`config.mk`:
```
export PLATFORM = sky130hd
export DESIGN_NAME = func_pipe_flat
export DESIGN_NICKNAME = d
export VERILOG_FILES = /design/src/rtl/func_pipe_if.sv /design/src/rtl/func_pipe.sv /design/src/flat_wrapper.sv
export SDC_FILE = /design/constraint.sdc
export NUM_CORES = 1
export LEC_CHECK = 0
export CAP_MARGIN = 20
export CORE_ASPECT_RATIO = 0.8
export CORE_MARGIN = 1
export CORE_UTILIZATION = 25
export CTS_BUF_LIST = sky130_fd_sc_hd__clkbuf_16
export DETAILED_ROUTE_END_ITERATION = 16
export PLACE_DENSITY = 0.51
export SLEW_MARGIN = 20
export SYNTH_ARGS = -nofsm -noshare
export SYNTH_HDL_FRONTEND = slang
export SYNTH_SLANG_ARGS = --single-unit
export TNS_END_PERCENT = 1
```
`constraint.sdc`:
```
create_clock -name clk -period 1.7 [get_ports clk]
set_input_delay 0.255 -clock clk [delete_from_list [all_inputs] [get_ports clk]]
set_output_delay 0.255 -clock clk [all_outputs]
set_load 0.01 [all_outputs]
```
`src/rtl/func_pipe_if.sv`:
```
// Operand/result handshake bundle for func_pipe.
// The z_pop signal exists only when FUNC_PIPE_POPCOUNT_EN is defined.
interface func_pipe_if #(
  parameter int WIDTH = 8
);
  localparam int POP_W = $clog2(WIDTH + 1);

  logic             in_valid;
  logic             in_ready;
  logic [3:0]       sel;
  logic [WIDTH-1:0] a;
  logic [WIDTH-1:0] b;
  logic             acc_mode;
  logic             acc_clr;
  logic             out_valid;
  logic             out_ready;
  logic [WIDTH-1:0] z;
  logic             z_zero;
`ifdef FUNC_PIPE_POPCOUNT_EN
  logic [POP_W-1:0] z_pop;
`endif

  modport slave (
    input  in_valid, sel, a, b, acc_mode, acc_clr, out_ready,
    output in_ready, out_valid, z, z_zero
`ifdef FUNC_PIPE_POPCOUNT_EN
    , output z_pop
`endif
  );

  modport master (
    output in_valid, sel, a, b, acc_mode, acc_clr, out_ready,
    input  in_ready, out_valid, z, z_zero
`ifdef FUNC_PIPE_POPCOUNT_EN
    , input z_pop
`endif
  );
endinterface

```
`src/rtl/func_pipe.sv`:
```
// Two-stage elastic pipeline applying a per-beat 4-bit truth table bitwise, with accumulate feedback.
// Optional popcount output enabled by defining FUNC_PIPE_POPCOUNT_EN.
module func_pipe #(
  parameter int WIDTH = 8
) (
  input  logic     clk,
  input  logic     rst_n,
  func_pipe_if.slave bus
);
  localparam int POP_W = $clog2(WIDTH + 1);

  function automatic logic [WIDTH-1:0] apply_tt(input logic [3:0] tt,
                                               input logic [WIDTH-1:0] x,
                                               input logic [WIDTH-1:0] y);
    logic [WIDTH-1:0] r;
    r = '0;
    for (int i = 0; i < WIDTH; i++) r[i] = tt[{x[i], y[i]}];
    return r;
  endfunction

  function automatic logic [POP_W-1:0] popcount(input logic [WIDTH-1:0] v);
    logic [POP_W-1:0] cnt;
    cnt = '0;
    for (int i = 0; i < WIDTH; i++) cnt = cnt + POP_W'(v[i]);
    return cnt;
  endfunction

  logic             vld_p1_q, vld_p1_d;
  logic [3:0]       sel_p1_q;
  logic [WIDTH-1:0] a_p1_q, b_p1_q;
  logic             mode_p1_q;
  logic             vld_p2_q, vld_p2_d;
  logic [WIDTH-1:0] z_p2_q, z_d;
  logic             zz_p2_q;
  logic [WIDTH-1:0] acc_q, acc_d;
  logic             s2_load, in_ready, accept;

  always_comb begin
    s2_load  = vld_p1_q && (!vld_p2_q || bus.out_ready);
    in_ready = rst_n && (!vld_p1_q || s2_load);
    accept   = bus.in_valid && in_ready;
    // Accumulator is read in the load cycle so chained acc_mode beats see the previous result.
    z_d      = apply_tt(sel_p1_q, a_p1_q, mode_p1_q ? acc_q : b_p1_q);
    vld_p1_d = accept || (vld_p1_q && !s2_load);
    vld_p2_d = s2_load || (vld_p2_q && !bus.out_ready);
    acc_d    = s2_load ? z_d : (bus.acc_clr ? '0 : acc_q);
  end

  // Stage 1: operand capture
  always_ff @(posedge clk or negedge rst_n) begin
    if (!rst_n) vld_p1_q <= 1'b0;
    else        vld_p1_q <= vld_p1_d;
  end

  always_ff @(posedge clk) begin
    if (accept) begin
      sel_p1_q  <= bus.sel;
      a_p1_q    <= bus.a;
      b_p1_q    <= bus.b;
      mode_p1_q <= bus.acc_mode;
    end
  end

  // Stage 2: result, flags and accumulator
  always_ff @(posedge clk or negedge rst_n) begin
    if (!rst_n) begin
      vld_p2_q <= 1'b0;
      z_p2_q   <= '0;
      zz_p2_q  <= 1'b1;
      acc_q    <= '0;
    end else begin
      vld_p2_q <= vld_p2_d;
      acc_q    <= acc_d;
      if (s2_load) begin
        z_p2_q  <= z_d;
        zz_p2_q <= (z_d == '0);
      end
    end
  end

`ifdef FUNC_PIPE_POPCOUNT_EN
  logic [POP_W-1:0] pop_p2_q;

  always_ff @(posedge clk or negedge rst_n) begin
    if (!rst_n)       pop_p2_q <= '0;
    else if (s2_load) pop_p2_q <= popcount(z_d);
  end

  assign bus.z_pop = pop_p2_q;
`endif

  assign bus.in_ready  = in_ready;
  assign bus.out_valid = vld_p2_q;
  assign bus.z         = z_p2_q;
  assign bus.z_zero    = zz_p2_q;
endmodule

```
`src/flat_wrapper.sv`:
```
// flat-port wrapper written by rule: the top's interface ports become plain ports
module func_pipe_flat 
#(
  parameter int WIDTH = 8
)
  (clk, rst_n, bus_in_valid, bus_sel, bus_a, bus_b, bus_acc_mode, bus_acc_clr, bus_out_ready, bus_in_ready, bus_out_valid, bus_z, bus_z_zero);
  func_pipe_if #(.WIDTH(WIDTH)) bus_i ();
  input  logic clk;
  input  logic rst_n;
  input wire logic [$bits(bus_i.in_valid)-1:0] bus_in_valid;
  input wire logic [$bits(bus_i.sel)-1:0] bus_sel;
  input wire logic [$bits(bus_i.a)-1:0] bus_a;
  input wire logic [$bits(bus_i.b)-1:0] bus_b;
  input wire logic [$bits(bus_i.acc_mode)-1:0] bus_acc_mode;
  input wire logic [$bits(bus_i.acc_clr)-1:0] bus_acc_clr;
  input wire logic [$bits(bus_i.out_ready)-1:0] bus_out_ready;
  output wire logic [$bits(bus_i.in_ready)-1:0] bus_in_ready;
  output wire logic [$bits(bus_i.out_valid)-1:0] bus_out_valid;
  output wire logic [$bits(bus_i.z)-1:0] bus_z;
  output wire logic [$bits(bus_i.z_zero)-1:0] bus_z_zero;
  assign bus_i.in_valid = bus_in_valid;
  assign bus_i.sel = bus_sel;
  assign bus_i.a = bus_a;
  assign bus_i.b = bus_b;
  assign bus_i.acc_mode = bus_acc_mode;
  assign bus_i.acc_clr = bus_acc_clr;
  assign bus_i.out_ready = bus_out_ready;
  assign bus_in_ready = bus_i.in_ready;
  assign bus_out_valid = bus_i.out_valid;
  assign bus_z = bus_i.z;
  assign bus_z_zero = bus_i.z_zero;
  func_pipe #(.WIDTH(WIDTH)) u_core (.clk(clk), .rst_n(rst_n), .bus(bus_i));
endmodule
```
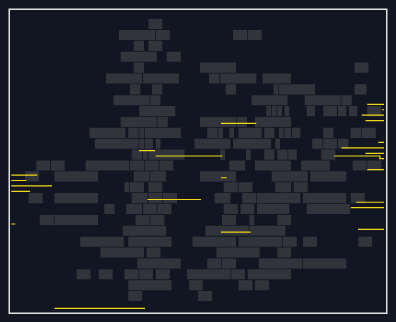
(images/m3.png)
Scale: 4 px per micron.
20 nets have wire on it. The wires run mostly horizontal. The layer carries 164 microns of wire.

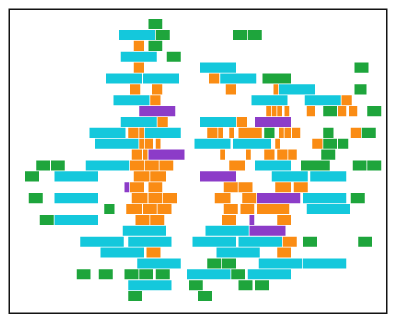
(images/class_map.png)
Scale: 4 px per micron.
registers: drawn in cyan, cells 40. remaining logic cells: drawn in orange, cells 70. clock drivers and dummy loads: drawn in purple, cells 8. remaining buffers and delay cells: drawn in green, cells 42.

==> impl_metrics.ini <==
; implementation run metrics
[routing]
post_drt_wl_per_cell_microns = 13.69
wl_met1_mm = 1.487
first_iter_violations = 21
wirelength_mm = 3.340

[layout]
flops = 40
inverters = 0
multi_input_comb_cells = 70
fin_nets = 185
buffers_excl_clock = 42

[final_timing]
slew_violations = 0
worst_pin_slew_ps = 276.0
slew_headroom = 0.8160

[worst_hold_path]
min_path_type = in2async

[clock_network]
numCtsBuffers = 5
clock_path_buffers = 2

[synthesis]
synth-seq-cells = 40
edf_count = 21
yosysWarnings = 0
syn_area_sq_um = 1693
ys_cells = 112
flop_cell = edfxtp_1

[worst_setup_path]
critPathCapture = bus_z_zero
path_depth = 1
reg2reg_from = u_core.mode_p1_q$_DFFE_PP_
critPathLaunchType = register

[floorplan]
fp_util = 0.2615
nWellTaps = 84

[global_route]
use_met3 = 0.03194
gr-usage-met1 = 0.1225

[placed_design]
place_congestion = 0.6685

[power_and_ir_drop]
leakage_nw = 1.045
pwr_density_cell_nw_per_um2 = 1113
vdd_ir_drop_max_mv = 0.3549

[status]
status = finished, final reports clean
